## src/rtl/axil_reg_sequencer_pkg.sv

```systemverilog
// Shared constants for the AXI4-Lite register sequencer.
// Response codes, FSM encodings and arbiter grant ids.
package base_pkg;

  localparam logic [1:0] RESP_OKAY   = 2'b00;
  localparam logic [1:0] RESP_SLVERR = 2'b10;

  localparam logic [1:0] W_IDLE = 2'd0;
  localparam logic [1:0] W_PEND = 2'd1;
  localparam logic [1:0] W_RESP = 2'd2;

  localparam logic [1:0] R_IDLE = 2'd0;
  localparam logic [1:0] R_PEND = 2'd1;
  localparam logic [1:0] R_WAIT = 2'd2;
  localparam logic [1:0] R_RESP = 2'd3;

  localparam logic GRANT_WRITE = 1'b0;
  localparam logic GRANT_READ  = 1'b1;

  function automatic logic idx_err(
    input int unsigned idx,
    input int unsigned n
  );
    return (idx >= n);
  endfunction

endpackage

```

## src/rtl/axil_reg_sequencer_rr_arb2.sv

```systemverilog
// Two-requester round-robin arbiter.
// Combinational grant, registered last winner.
module rr_arb2
  import base_pkg::*;
(
  input  logic clk,
  input  logic rst_n,
  input  logic req_w,
  input  logic req_r,
  output logic gnt_w,
  output logic gnt_r
);

  logic last_grant;

  // On contention the side that did not win last time goes first.
  always_comb begin
    gnt_w = req_w & (~req_r | (last_grant == GRANT_READ));
    gnt_r = req_r & (~req_w | (last_grant == GRANT_WRITE));
  end

  // Remember the most recent winner.
  always_ff @(posedge clk or negedge rst_n) begin
    if (!rst_n) begin
      last_grant <= GRANT_READ;
    end else if (gnt_w) begin
      last_grant <= GRANT_WRITE;
    end else if (gnt_r) begin
      last_grant <= GRANT_READ;
    end
  end

endmodule

```

## src/rtl/axil_reg_sequencer.sv

```systemverilog
// AXI4-Lite slave front-end that serialises writes and reads
// onto a single-port register bank.
module axil_reg_sequencer
  import base_pkg::*;
#(
  parameter int P_ADDR_WIDTH = 8,
  parameter int P_DATA_WIDTH = 32,
  parameter int P_NUM_REGS   = 16
) (
  input  logic                      ACLK,
  input  logic                      ARESETN,
  input  logic                      s_awvalid,
  output logic                      s_awready,
  input  logic [P_ADDR_WIDTH-1:0]   s_awaddr,
  input  logic [2:0]                s_awprot,
  input  logic                      s_wvalid,
  output logic                      s_wready,
  input  logic [P_DATA_WIDTH-1:0]   s_wdata,
  input  logic [P_DATA_WIDTH/8-1:0] s_wstrb,
  output logic                      s_bvalid,
  input  logic                      s_bready,
  output logic [1:0]                s_bresp,
  input  logic                      s_arvalid,
  output logic                      s_arready,
  input  logic [P_ADDR_WIDTH-1:0]   s_araddr,
  input  logic [2:0]                s_arprot,
  output logic                      s_rvalid,
  input  logic                      s_rready,
  output logic [P_DATA_WIDTH-1:0]   s_rdata,
  output logic [1:0]                s_rresp,
  output logic                      reg_wr_en,
  output logic                      reg_rd_en,
  output logic [P_ADDR_WIDTH-3:0]   reg_addr,
  output logic [P_DATA_WIDTH-1:0]   reg_wdata,
  output logic [P_DATA_WIDTH/8-1:0] reg_wstrb,
  input  logic [P_DATA_WIDTH-1:0]   reg_rdata
);

  localparam int IW = P_ADDR_WIDTH - 2;

  logic [1:0]                w_state;
  logic [1:0]                r_state;
  logic                      aw_full;
  logic                      w_full;
  logic [IW-1:0]             aw_idx;
  logic [IW-1:0]             ar_idx;
  logic [IW-1:0]             addr_q;
  logic [P_DATA_WIDTH-1:0]   w_data;
  logic [P_DATA_WIDTH/8-1:0] w_strb;
  logic                      aw_hs;
  logic                      w_hs;
  logic                      b_hs;
  logic                      ar_hs;
  logic                      w_err;
  logic                      r_err;
  logic                      req_w;
  logic                      req_r;
  logic                      gnt_w;
  logic                      gnt_r;
  logic                      unused_ok;

  assign unused_ok = ^{s_awprot, s_arprot,
                       s_awaddr[1:0], s_araddr[1:0]};

  // Handshakes, decode and arbiter requests.
  always_comb begin
    s_awready = ARESETN & ~aw_full & (w_state != W_RESP);
    s_wready  = ARESETN & ~w_full & (w_state != W_RESP);
    s_arready = ARESETN & (r_state == R_IDLE);
    s_bvalid  = (w_state == W_RESP);
    s_rvalid  = (r_state == R_RESP);
    aw_hs     = s_awvalid & s_awready;
    w_hs      = s_wvalid & s_wready;
    b_hs      = s_bvalid & s_bready;
    ar_hs     = s_arvalid & s_arready;
    w_err     = idx_err(32'(aw_idx), 32'(P_NUM_REGS));
    r_err     = idx_err(32'(ar_idx), 32'(P_NUM_REGS));
    req_w     = (w_state == W_PEND) & ~w_err;
    req_r     = (r_state == R_PEND) & ~r_err;
  end

  rr_arb2 u_arb (
    .clk   (ACLK),
    .rst_n (ARESETN),
    .req_w (req_w),
    .req_r (req_r),
    .gnt_w (gnt_w),
    .gnt_r (gnt_r)
  );

  // Bank strobes follow the grant; address holds when idle.
  always_comb begin
    reg_wr_en = gnt_w;
    reg_rd_en = gnt_r;
    reg_wdata = w_data;
    reg_wstrb = w_strb;
    reg_addr  = addr_q;
    unique case (1'b1)
      gnt_w:   reg_addr = aw_idx;
      gnt_r:   reg_addr = ar_idx;
      default: reg_addr = addr_q;
    endcase
  end

  // Last driven bank address.
  always_ff @(posedge ACLK or negedge ARESETN) begin
    if (!ARESETN) begin
      addr_q <= '0;
    end else if (gnt_w) begin
      addr_q <= aw_idx;
    end else if (gnt_r) begin
      addr_q <= ar_idx;
    end
  end

  // AW and W holding buffers, emptied by the B handshake.
  always_ff @(posedge ACLK or negedge ARESETN) begin
    if (!ARESETN) begin
      aw_full <= 1'b0;
      w_full  <= 1'b0;
      aw_idx  <= '0;
      w_data  <= '0;
      w_strb  <= '0;
    end else begin
      if (aw_hs) begin
        aw_full <= 1'b1;
        aw_idx  <= s_awaddr[P_ADDR_WIDTH-1:2];
      end else if (b_hs) begin
        aw_full <= 1'b0;
      end
      if (w_hs) begin
        w_full <= 1'b1;
        w_data <= s_wdata;
        w_strb <= s_wstrb;
      end else if (b_hs) begin
        w_full <= 1'b0;
      end
    end
  end

  // Write FSM; leaves idle as soon as both halves are held.
  always_ff @(posedge ACLK or negedge ARESETN) begin
    if (!ARESETN) begin
      w_state <= W_IDLE;
      s_bresp <= RESP_OKAY;
    end else begin
      unique case (w_state)
        W_IDLE: begin
          if ((aw_full | aw_hs) & (w_full | w_hs))
            w_state <= W_PEND;
        end
        W_PEND: begin
          if (w_err) begin
            w_state <= W_RESP;
            s_bresp <= RESP_SLVERR;
          end else if (gnt_w) begin
            w_state <= W_RESP;
            s_bresp <= RESP_OKAY;
          end
        end
        W_RESP: begin
          if (s_bready)
            w_state <= W_IDLE;
        end
        default: w_state <= W_IDLE;
      endcase
    end
  end

  // Read FSM; bank data lands one cycle after the strobe.
  always_ff @(posedge ACLK or negedge ARESETN) begin
    if (!ARESETN) begin
      r_state <= R_IDLE;
      ar_idx  <= '0;
      s_rdata <= '0;
      s_rresp <= RESP_OKAY;
    end else begin
      unique case (r_state)
        R_IDLE: begin
          if (ar_hs) begin
            ar_idx  <= s_araddr[P_ADDR_WIDTH-1:2];
            r_state <= R_PEND;
          end
        end
        R_PEND: begin
          if (r_err | gnt_r)
            r_state <= R_WAIT;
        end
        R_WAIT: begin
          s_rdata <= r_err ? '0 : reg_rdata;
          s_rresp <= r_err ? RESP_SLVERR : RESP_OKAY;
          r_state <= R_RESP;
        end
        R_RESP: begin
          if (s_rready)
            r_state <= R_IDLE;
        end
        default: r_state <= R_IDLE;
      endcase
    end
  end

endmodule

```

## config.mk

```make
export PLATFORM = sky130hd
export DESIGN_NAME = axil_reg_sequencer
export DESIGN_NICKNAME = d
export VERILOG_FILES = /design/src/rtl/axil_reg_sequencer_pkg.sv /design/src/rtl/axil_reg_sequencer_rr_arb2.sv /design/src/rtl/axil_reg_sequencer.sv
export SDC_FILE = /design/constraint.sdc
export NUM_CORES = 1
export LEC_CHECK = 0
export ABC_AREA = 1
export CAP_MARGIN = 20
export CORE_MARGIN = 4
export CORE_UTILIZATION = 45
export CTS_CLUSTER_SIZE = 12
export DETAILED_ROUTE_END_ITERATION = 6
export PLACE_DENSITY = 0.86
export SLEW_MARGIN = 20
export SYNTH_ARGS = -nofsm -noshare
export SYNTH_HDL_FRONTEND = slang
export SYNTH_SLANG_ARGS = --single-unit
```

## constraint.sdc

```tcl
create_clock -name ACLK -period 2.07 [get_ports ACLK]
set_input_delay 0.414 -clock ACLK [delete_from_list [all_inputs] [get_ports ACLK]]
set_output_delay 0.414 -clock ACLK [all_outputs]
set_load 0.03 [all_outputs]
```

==> out/qor.csv <==
stage,metric,value,unit
run_status,violations,negative setup slack,
run,max_cap_viol_count,0,
detailed_routing,route.vias.total,3233,
synthesis,ff_type,dfrtp_1,
synthesis,ys_ff,95,
detailed_routing,wl_per_cell,15.42,um
synthesis,top_area_cell,dfrtp_1,
run_status,status,"complete, but fails checks",
final_timing,fin_worst_skew,0.01111,ns
power_and_ir_drop,p_switching,3.676,mW
final_timing,setup_viol,5,
synthesis,ys_cells,376,
synthesis,ys_async_sr_fraction,100.0,%
floorplanning,io_pins,182,
global_routing,grt_pass1_wl,15.89,mm
cts,cts.repair.resized,6,
floorplanning,rows,33,
placed_design,port_buffers,169,
detailed_routing,drtPass1Iterations,4,
floorplanning,die_h,101.8,um
power_and_ir_drop,seq-power,3.07,mW
power_and_ir_drop,power_leader,combinational cells,
global_routing,grt_max_degree,46,
cts,postCtsSetupRepairBufs,2,
final_timing,finalHoldViolCount,0,
floorplanning,die_w,101.8,um
setup_path,ff2ff_path_depth,7,
final_timing,final.setup.worst_slack,-0.03751,ns
power_and_ir_drop,pg_clk,1.33,mW
placed_design,dp_slack,0.2205,ns
synthesis,yosys_warnings,0,
synthesis,yosysMostFrequentCell,dfrtp_1,
final_timing,tightest_slew,0.6637,ns
cts,cts_buffers,9,
setup_path,startpoint,r_state[1],
floorplanning,die-area,10360,um^2
finish,nNetsFinal,659,
## cell type report
type / count / area [um^2]
clock buffers: 13 / 148.9
inverters: 65 / 249.0
well taps: 105 / 131.4
repair buffers: 187 / 1836
flip-flops and latches: 95 / 2379
clock inverters: 3 / 67.56
fillers: 604 / 2283
multi-input cells: 200 / 1287
## cells by family (layout without fill, tap and decap cells)
family | after synthesis | in the layout | share of synthesized area [%]
AOI/OAI and AO/OA | 81 | 81 | 15.83
buffers and inverters | 82 | 268 | 9.671
muxes | 4 | 4 | 1.138
other | 1 | 2 | 0.09473
adders and majority gates | 4 | 4 | 1.264
DFF | 95 | 95 | 60.08
and+or+nand+nor | 109 | 109 | 11.92
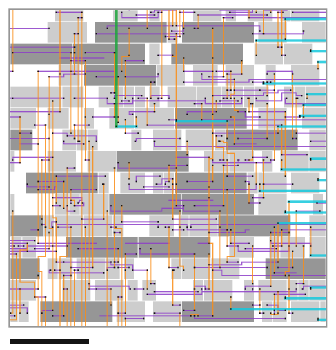
**Above:** layout detail.
The bar under the picture is 10 um long. Region (56, 5) to (96, 45) um. Cells in gray, sequential cells in the stronger gray; small squares are vias.
met1: shown in purple. met2: shown in orange. met4: shown in green. met3: shown in cyan.
Most frequent: clkdlybuf4s50_1 (43), inv_1 (21), nand2_1 (20). 131 logic cells have their middle in the window. Sequential cells in the window: 19. Netlist names of flops here include reg_wdata (15), reg_wstrb (4).

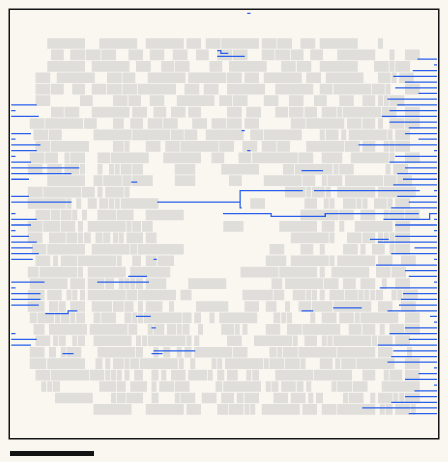
**Above:** metal 3.
The bar under the picture is 20 um long.
The longest straight run is 24.8 um. 108 nets have wire on it. The layer carries 833 um of wire. The layer holds 8.1% of the routed length. The wires run mostly horizontal.

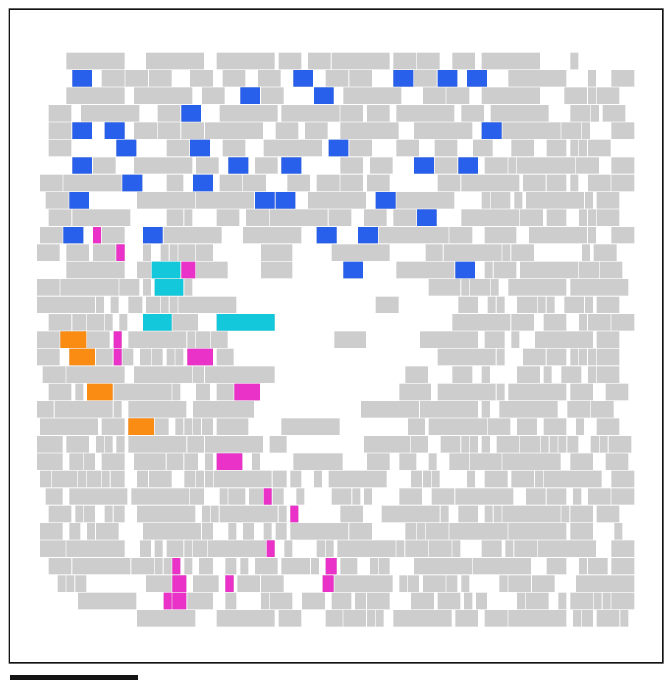
**Above:** gate-type map.
The bar under the picture is 20 um long.
adder and majority cells: shown in cyan, cells 4, where left middle. multiplexers: shown in orange, cells 4, where left middle. AND-OR and OR-AND gates: shown in blue, cells 32. NOR gates: shown in magenta, cells 18.

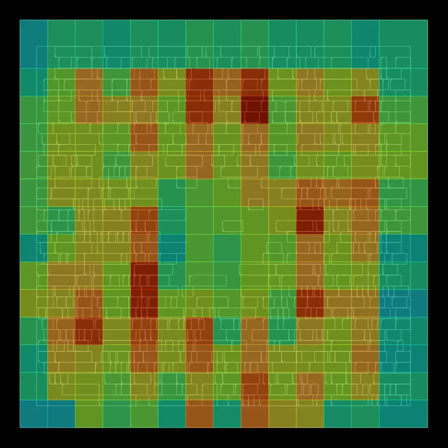
**Above:** track usage over the die.
GRT Total Usage: 19.55%
global-route met3 utilization: 4.545%
busiest layer in global routing: met2
met2 Usage GRT: 32.39%

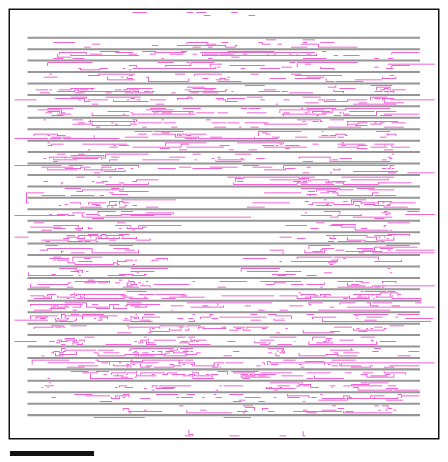
**Above:** signal wires on met1.
The bar under the picture is 20 um long. Supply wires on this layer in gray.
566 nets have wire on it. The longest straight run is 40.0 um. The wires run mostly horizontal.

Power and IR drop assume default switching activity.
